### config.mk
export PLATFORM = sky130hd
export DESIGN_NAME = dmni_mem_arbiter
export DESIGN_NICKNAME = d
export VERILOG_FILES = /design/src/rtl/dmni_mem_arbiter.sv
export SDC_FILE = /design/constraint.sdc
export NUM_CORES = 1
export LEC_CHECK = 0
export CAP_MARGIN = 20
export CELL_PAD_IN_SITES_DETAIL_PLACEMENT = 0
export CELL_PAD_IN_SITES_GLOBAL_PLACEMENT = 1
export CORE_AREA = 3 3 135 137
export CTS_CLUSTER_SIZE = 12
export DETAILED_ROUTE_END_ITERATION = 16
export DIE_AREA = 0 0 138 140
export MAX_ROUTING_LAYER = met4
export PLACE_DENSITY_LB_ADDON = 0.15
export SLEW_MARGIN = 20
export SYNTH_ARGS = -nofsm -noshare
export SYNTH_HDL_FRONTEND = slang
export SYNTH_SLANG_ARGS = --single-unit
### constraint.sdc
create_clock -name clk_i -period 10.8 [get_ports clk_i]
set_input_delay 1.62 -clock clk_i [delete_from_list [all_inputs] [get_ports clk_i]]
set_output_delay 1.62 -clock clk_i [all_outputs]
set_load 0.05 [all_outputs]
### src/rtl/dmni_mem_arbiter.sv
`default_nettype none
// ============================================================================
// Module   : dmni_mem_arbiter
// Purpose  : Round-robin arbiter with burst locking that shares the single
//            DMNI scratchpad port (byte WE, 32-bit addr/data, 1-cycle read
//            latency) among N_REQ requesters.
// Revision : 1.0 - initial release
// ----------------------------------------------------------------------------
// Ports
//   clk_i, rst_i          clock, synchronous active-high reset
//   req_i / lock_i        per-requester request / keep-ownership flags
//   we_i/addr_i/data_i    packed per-requester access (index k at [k*W +: W])
//   gnt_o                 one-hot grant; the access happens in that cycle
//   rvalid_o / rdata_o    read return, one cycle after a read grant
//   mem_we_o/mem_addr_o/mem_data_o/mem_data_i   memory side
//   busy_o / owner_o      burst ownership status / current or last owner
// Optional build macro
//   DMNI_MEM_ARB_STATS_EN adds clr_stats_i and stall_cnt_o (saturating
//                         per-requester stall counters, STAT_W bits each)
// ============================================================================
module dmni_mem_arbiter #(
  parameter int N_REQ     = 3,
  parameter int MAX_BURST = 16,
  parameter int STAT_W    = 16
) (
  input  logic                      clk_i,
  input  logic                      rst_i,
`ifdef DMNI_MEM_ARB_STATS_EN
  input  logic                      clr_stats_i,
  output logic [STAT_W*N_REQ-1:0]   stall_cnt_o,
`endif
  input  logic [N_REQ-1:0]          req_i,
  input  logic [N_REQ-1:0]          lock_i,
  input  logic [4*N_REQ-1:0]        we_i,
  input  logic [32*N_REQ-1:0]       addr_i,
  input  logic [32*N_REQ-1:0]       data_i,
  output logic [N_REQ-1:0]          gnt_o,
  output logic [N_REQ-1:0]          rvalid_o,
  output logic [31:0]               rdata_o,
  output logic [3:0]                mem_we_o,
  output logic [31:0]               mem_addr_o,
  output logic [31:0]               mem_data_o,
  input  logic [31:0]               mem_data_i,
  output logic                      busy_o,
  output logic [$clog2(N_REQ)-1:0]  owner_o
);

  localparam int IDX_W = $clog2(N_REQ);

  typedef enum logic [0:0] {S_IDLE = 1'b0, S_OWNED = 1'b1} state_t;

  state_t            r_state, w_state_nxt;
  logic [IDX_W-1:0]  r_rr_ptr, w_rr_ptr_nxt;
  logic [IDX_W-1:0]  r_owner, w_owner_nxt;
  logic [7:0]        r_beat, w_beat_nxt;
  logic [N_REQ-1:0]  r_rvalid;
  logic [N_REQ-1:0]  w_gnt;
  logic [IDX_W-1:0]  w_start, w_pick;
  logic              w_found;
  logic [8:0]        w_beat_inc;

  // Index (base + off) reduced modulo N_REQ; works for non-power-of-two N_REQ.
  function automatic logic [IDX_W-1:0] rr_idx(input logic [IDX_W-1:0] base, input int off);
    int s;
    s = int'(base) + off;
    if (s >= N_REQ) s = s - N_REQ;
    return IDX_W'(s);
  endfunction

  // Round-robin scan. While owned, the owner only reaches this scan when it
  // has dropped its request, so scanning from owner+1 gives the handover.
  always_comb begin
    w_start = (r_state == S_OWNED) ? rr_idx(r_owner, 1) : r_rr_ptr;
    w_found = 1'b0;
    w_pick  = '0;
    for (int i = 0; i < N_REQ; i++) begin
      if (!w_found && req_i[rr_idx(w_start, i)]) begin
        w_found = 1'b1;
        w_pick  = rr_idx(w_start, i);
      end
    end
  end

  always_comb begin
    w_gnt        = '0;
    w_state_nxt  = r_state;
    w_rr_ptr_nxt = r_rr_ptr;
    w_owner_nxt  = r_owner;
    w_beat_nxt   = r_beat;
    w_beat_inc   = {1'b0, r_beat} + 9'd1;
    if (r_state == S_OWNED && req_i[r_owner]) begin
      w_gnt[r_owner] = 1'b1;
      if (!lock_i[r_owner] || w_beat_inc == 9'(MAX_BURST)) begin
        w_state_nxt  = S_IDLE;
        w_rr_ptr_nxt = rr_idx(r_owner, 1);
        w_beat_nxt   = '0;
      end else begin
        w_beat_nxt = w_beat_inc[7:0];
      end
    end else begin
      if (r_state == S_OWNED) begin
        w_state_nxt  = S_IDLE;
        w_rr_ptr_nxt = rr_idx(r_owner, 1);
        w_beat_nxt   = '0;
      end
      if (w_found) begin
        w_gnt[w_pick] = 1'b1;
        w_owner_nxt   = w_pick;
        if (lock_i[w_pick] && (MAX_BURST > 1)) begin
          w_state_nxt = S_OWNED;
          w_beat_nxt  = 8'd1;
        end else begin
          w_state_nxt  = S_IDLE;
          w_rr_ptr_nxt = rr_idx(w_pick, 1);
          w_beat_nxt   = '0;
        end
      end
    end
    // No memory access may be issued while reset is held.
    if (rst_i) w_gnt = '0;
  end

  always_ff @(posedge clk_i) begin
    if (rst_i) begin
      r_state  <= S_IDLE;
      r_rr_ptr <= '0;
      r_owner  <= '0;
      r_beat   <= '0;
      r_rvalid <= '0;
    end else begin
      r_state  <= w_state_nxt;
      r_rr_ptr <= w_rr_ptr_nxt;
      r_owner  <= w_owner_nxt;
      r_beat   <= w_beat_nxt;
      for (int k = 0; k < N_REQ; k++)
        r_rvalid[k] <= w_gnt[k] & (we_i[k*4 +: 4] == 4'b0000);
    end
  end

  // Memory mux; grant is one-hot so at most one term is selected.
  always_comb begin
    mem_we_o   = '0;
    mem_addr_o = '0;
    mem_data_o = '0;
    for (int k = 0; k < N_REQ; k++) begin
      if (w_gnt[k]) begin
        mem_we_o   = we_i[k*4 +: 4];
        mem_addr_o = addr_i[k*32 +: 32];
        mem_data_o = data_i[k*32 +: 32];
      end
    end
  end

  assign gnt_o    = w_gnt;
  assign rvalid_o = r_rvalid;
  assign rdata_o  = mem_data_i;
  assign busy_o   = (r_state == S_OWNED);
  assign owner_o  = r_owner;

`ifdef DMNI_MEM_ARB_STATS_EN
  for (genvar k = 0; k < N_REQ; k++) begin : g_stat
    logic [STAT_W-1:0] r_stall;
    always_ff @(posedge clk_i) begin
      if (rst_i || clr_stats_i)
        r_stall <= '0;
      else if (req_i[k] && !w_gnt[k] && !(&r_stall))
        r_stall <= r_stall + STAT_W'(1);
    end
    assign stall_cnt_o[k*STAT_W +: STAT_W] = r_stall;
  end
`else
  logic w_unused_stat;
  assign w_unused_stat = (STAT_W > 0);
`endif

endmodule
`default_nettype wire

==> run_1/final_congestion.png <==
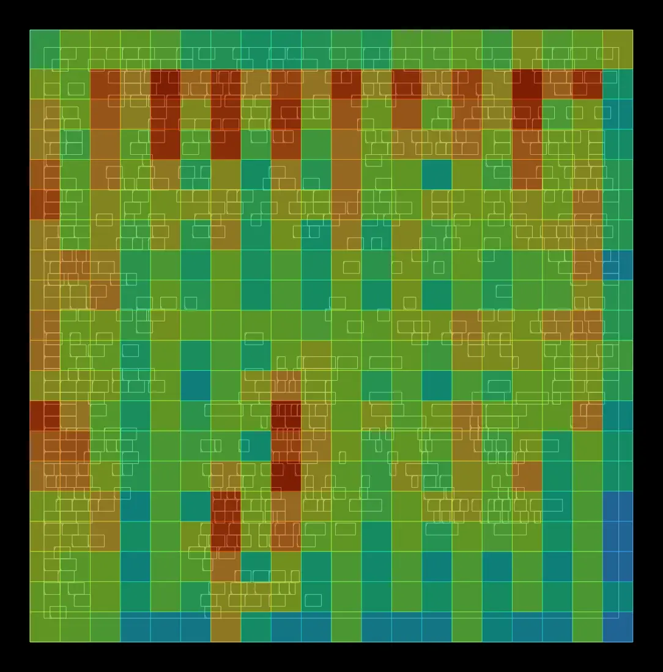
total global routing track utilization: 18.10%
post-layout util: 33.77%
GR Util met2: 30.52%

==> run_1/gate_families.png <==
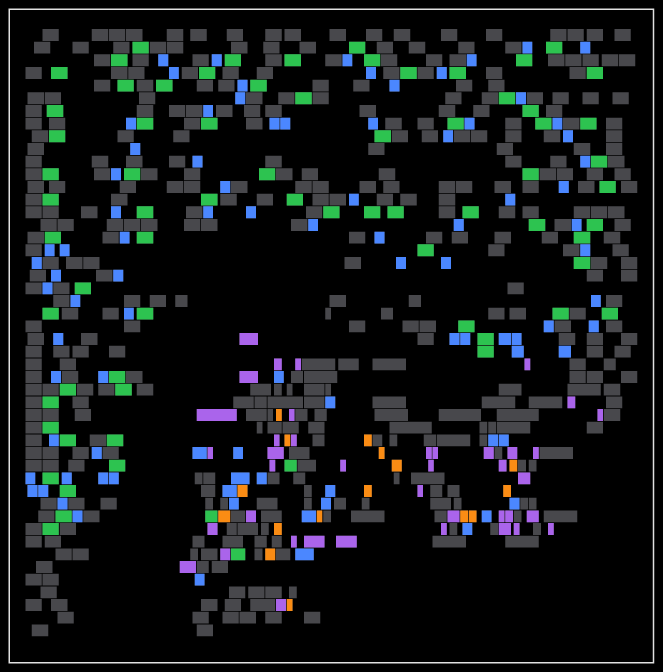
Key: AND-OR and OR-AND gates = green [cells 71, most used a221o_1, where spread over the die]; AND and OR gates = blue [cells 89, most used and2_1, where spread over the die]; NAND gates = orange [cells 16, most used nand3_1, where bottom middle]; NOR gates = purple [cells 40, most used nor2_1]

==> notes.md, run 1 <==
The synthesis and PnR run went through. Counting every sink on the clock net gives 16. Starting density of the core landed at 16.77%. Per the repair_timing log after CTS, setup buffers inserted total 0. Tracing the worst setup path back leads to its startpoint at req_i[1]. Combinational logic burns 92.5% of the power.

Per the skew report, the later register of the worst-skew pair sees a clock latency of 0.24 ns. Post-detailed-route count of antenna-violating nets landed at 0. Layout multi-input combinational cell count landed at 285.

Pre-CTS setup slack landed at 2.392 ns. Of all flip-flops after synthesis, the portion carrying an async set or reset was 0%. Count of filler cells inserted in the layout landed at 1835. Per the post-CTS timing run, clock transition at the registers of the reported paths is 0.05 ns. Counting the warning lines in the Yosys log gives 0. Grouping stages by cell kind, the critical path spends the most delay in buffers and inverters. The number of global-route vias before repair came to 4008. Worst-path maximum fanout landed at 51.

The highest metal layer carrying signal wires in the routed design is met4. The run finished with clean final reports. Share of the synthesized area in the top cell type landed at 23.63%. Sorting the synthesized cells by area gives the leading types as sky130_fd_sc_hd__a221o_1 (24%), sky130_fd_sc_hd__and2_1 (15%), sky130_fd_sc_hd__dfxtp_1 (11%). Internal portion of total power landed at 836.1 µW. Share of final layout cell area taken by non-clock buffers landed at 50.35%. Well tap count landed at 225. Ratio of cells with drive above 1 in the final layout landed at 4.305%.

Part of the cycle the worst path needs landed at 78.23%. Count of buffer and inverter cells on the critical path landed at 4. In the power breakdown, the biggest contributor is combinational cells.

Total of max-cap violations landed at 0. Per STA, the highest per-stage delay on the worst path measures 0.89 ns. AND-OR/OR-AND share of the synthesized area landed at 37.32%. Among all stages on the critical path, the largest delay is contributed by sky130_fd_sc_hd__nor4b_4. Critical path depth in cells landed at 14.
==> run_1/clock_map.png <==
Scale bar: 50 µm.
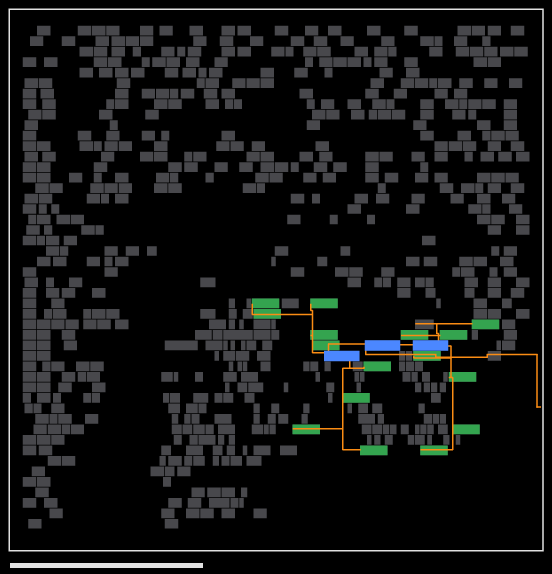
Key: flip-flops = green [count 16]; clock wires = orange [length 255 µm]; cells driving clock nets = blue [count 3]
There are 4 routed clock nets.

## Run 2: what changed since run 1
--- a/config.mk
+++ b/config.mk
@@ -8,10 +8,10 @@
 export CAP_MARGIN = 20
 export CELL_PAD_IN_SITES_DETAIL_PLACEMENT = 0
 export CELL_PAD_IN_SITES_GLOBAL_PLACEMENT = 1
-export CORE_AREA = 3 3 135 137
+export CORE_MARGIN = 3
+export CORE_UTILIZATION = 16
 export CTS_CLUSTER_SIZE = 12
 export DETAILED_ROUTE_END_ITERATION = 16
-export DIE_AREA = 0 0 138 140
 export MAX_ROUTING_LAYER = met4
 export PLACE_DENSITY_LB_ADDON = 0.15
 export SLEW_MARGIN = 20
==> constraint.sdc (replaced) <==
create_clock -name clk_i -period 8.68 [get_ports clk_i]
set_input_delay 1.302 -clock clk_i [delete_from_list [all_inputs] [get_ports clk_i]]
set_output_delay 1.302 -clock clk_i [all_outputs]
set_load 0.05 [all_outputs]
==> run_2/cell_classes.png <==
Scale bar: 50 µm.
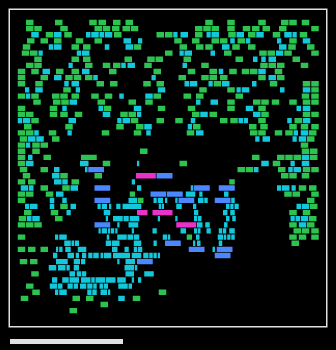
Key: all other logic = cyan [cells 291]; other buffers and delay cells = green [cells 293]; clock drivers and dummy loads = magenta [cells 4]; flip-flops = blue [cells 16]

==> run 2 against run 1 <==
Worst hold slack worse by 0.0029 ns. Critical path depth up 5. Sequential cell count unchanged. Count of clock-buffer cells in the layout unchanged. Largest power group unchanged. Highest routed layer unchanged. Routed wire length down 8.5%. Cell count unchanged. Power up 25%. Clock power up 27%. Utilization down 0.51 points. Sequential power up 25%.
==> notes.md, run 2 <==
The synthesis and PnR run went through. The run finished with clean final reports. Slew at the pin closest to its max-slew limit landed at 0.7763 ns. The group that draws the most power in this run is combinational cells. Hold violation total from the final report landed at 0.

Summing the areas of all and, or, nand and nor instances in the mapped netlist gives 31.19% of the synthesized area. Well tap count landed at 225. In the final layout, the share of cells above drive strength 1 is 4.305%. Summed over all routing layers, the global router reports a total usage of 16.26%. AND-OR/OR-AND share of the synthesized area landed at 37.32%. Ranked by total cell area, the synthesized netlist is headed by sky130_fd_sc_hd__a221o_1 (24%), sky130_fd_sc_hd__and2_1 (15%), sky130_fd_sc_hd__dfxtp_1 (11%). Xor-xnor portion of the synthesized cell area landed at 0%.

Critical path depth in cells landed at 19. Counting pins that exceed their max-slew limit in the final report gives 0. The critical path maximum fanout is 70. Proportion of register bits with asynchronous set or reset after synthesis landed at 0%.

Final cell utilization of the core landed at 33.26%. Count of filler cells inserted in the layout landed at 1804. For the worst-skew pair, the clock arrives at the later sink with an insertion delay of 0.25 ns.

Before CTS, the worst setup slack after placement is 1.512 ns. Synthesis-to-layout area growth landed at 101.8%. According to the timing report, the critical path is launched from owner_o[1]. Met2 track demand over resource landed at 27.77%. Share of final layout cell area taken by non-clock buffers landed at 50.45%. The commonest cells after synthesis are sky130_fd_sc_hd__and2_1 (70), sky130_fd_sc_hd__a221o_1 (68), sky130_fd_sc_hd__buf_4 (33), sky130_fd_sc_hd__nor2_1 (19). Per the post-CTS timing run, clock transition at the registers of the reported paths is 0.05 ns. First-pass GRT wire length landed at 24210 µm. Internal portion of total power landed at 1047 µW. Maximum level of the CTS H-tree landed at 1. Signal nets in the final route climb as high as met4. Tally of yosys warning messages landed at 0.

The number of global-route vias before repair was 3870. Layout multi-input combinational cell count landed at 285. The most frequently used library cell after synthesis is sky130_fd_sc_hd__and2_1. Core area landed at 17480 µm². Count of buffer and inverter cells on the critical path landed at 5. Part of the cycle the worst path needs landed at 83.36%. Once detail routing completed, the nets flagged for antenna violations numbered 0. The largest individual stage delay along the critical path comes from the cell sky130_fd_sc_hd__clkdlybuf4s50_1. Share of the synthesized area in the top cell type landed at 23.63%. The timing report gives the biggest stage delay along the critical path as 0.85 ns. The report counts max-capacitance violations totalling 0.
==> run_2/gate_families.png <==
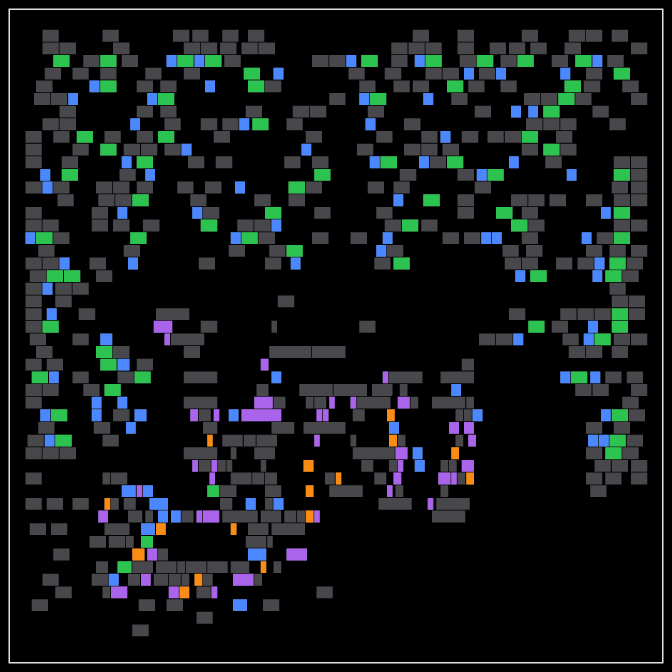
Key: NAND gates = orange [cells 16, most used nand3_1]; AND and OR gates = blue [cells 89, most used and2_1, where spread over the die]; AND-OR and OR-AND gates = green [cells 71, most used a221o_1]; NOR gates = purple [cells 40, most used nor2_1]

## Run 3: what changed since run 2
==> constraint.sdc (replaced) <==
create_clock -name clk_i -period 6.7 [get_ports clk_i]
set_input_delay 1.005 -clock clk_i [delete_from_list [all_inputs] [get_ports clk_i]]
set_output_delay 1.005 -clock clk_i [all_outputs]
set_load 0.05 [all_outputs]
==> run_3/registers.png <==
Scale bar: 50 µm. Other sequential cells in the stronger grey, the rest of the logic in the fainter grey.
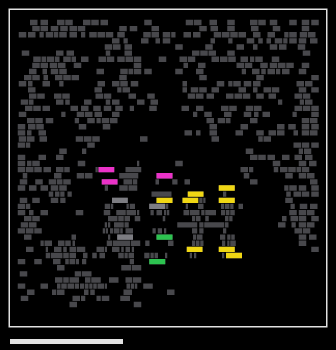
Key: r_rr_ptr = green [sequential cells 2]; rvalid_o = magenta [sequential cells 3]; r_beat = yellow [sequential cells 8]

==> run 3 against run 2 <==
Via count rose by 3.0%. Highest routed layer unchanged. Area after synthesis unchanged. Critical path depth fell by 4. Largest power group unchanged. Register-to-register slack worse by 1.7 ns. Count of clock-buffer cells in the layout is the same. First-iteration DRC count up 36%. Synthesized cell count did not move. Worst hold slack improved by 0.0094 ns. Largest cell class unchanged. Worst setup slack worse by 1.0 ns. Sequential power grew 21%. Sequential cell count did not move.
==> notes.md, run 3 <==
The synthesis and PnR run went through. The flow ran to the end, and the final reports show no timing, DRC or antenna violations. Of the post-synthesis cell area, the dominant cell type holds 23.63%. Per STA, the worst path accumulates the most delay in the family buffers and inverters. The slowest stage of the critical path is the sky130_fd_sc_hd__clkdlybuf4s50_1 cell. Count of buffer and inverter cells on the critical path landed at 3.

The floorplan report lists the tap cell count as 225. The critical path starts at busy_o. Ratio of cells with drive above 1 in the final layout landed at 4.778%.

Pre-CTS setup slack landed at 0.5399 ns. Maximum level of the CTS H-tree landed at 1. Internal portion of total power landed at 1372 µW. Yosys instantiated no cell more often than sky130_fd_sc_hd__and2_1.

Counting flops with an async set or reset pin after synthesis yields a share of 0%. Share of final layout cell area taken by non-clock buffers landed at 50.61%. Critical path depth in cells landed at 15.

Cells fill 33.46% of the core in the end. The main area contributors are sky130_fd_sc_hd__a221o_1 (24%), sky130_fd_sc_hd__and2_1 (15%), sky130_fd_sc_hd__dfxtp_1 (11%). Sink count of the clock tree landed at 16.

In the final report, the number of hold violations comes to 0. The number of global-route vias before repair was 3790. Per the OpenROAD floorplan log, the area of the core is 17480 µm². Post-detailed-route count of antenna-violating nets landed at 0. Looking at the group totals, the largest power group turns out to be combinational cells. For reference, XOR and XNOR gates occupy 0% of the area reported after synthesis. Total of max-cap violations landed at 0. Synthesis-to-layout area growth landed at 103.0%. At the pin with the least slew margin, the transition time is 0.6857 ns. Number of setup buffers added after CTS landed at 0. AND-OR/OR-AND share of the synthesized area landed at 37.32%.

After Yosys synthesis, and, or, nand and nor cells account for 31.19% of the synthesized area. The clock reaches the later pin of the worst-skew pair after 0.25 ns.
==> run_3/final_congestion.png <==
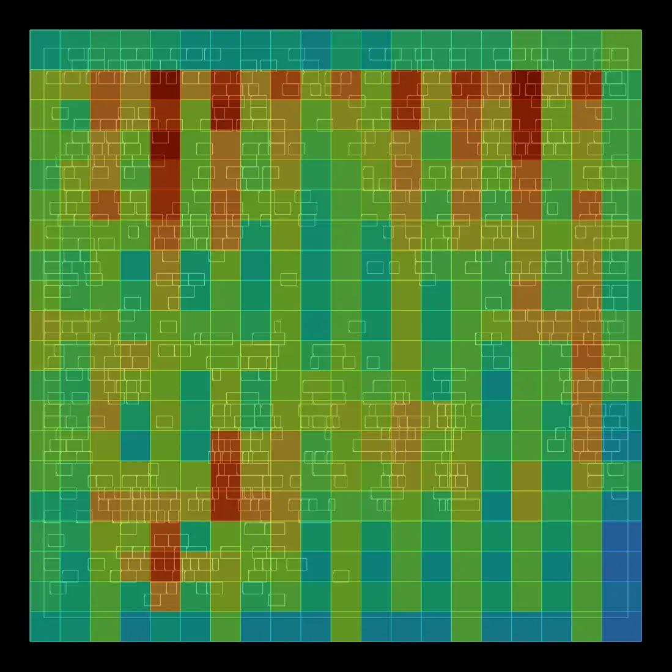
WL per Instance: 20.58 µm
total global routing track utilization: 16.49%
highest-utilization routing layer at the global route stage: met2
GR Util met2: 27.14%
global-route met1 utilization: 21.01%

Power and IR drop assume default switching activity.
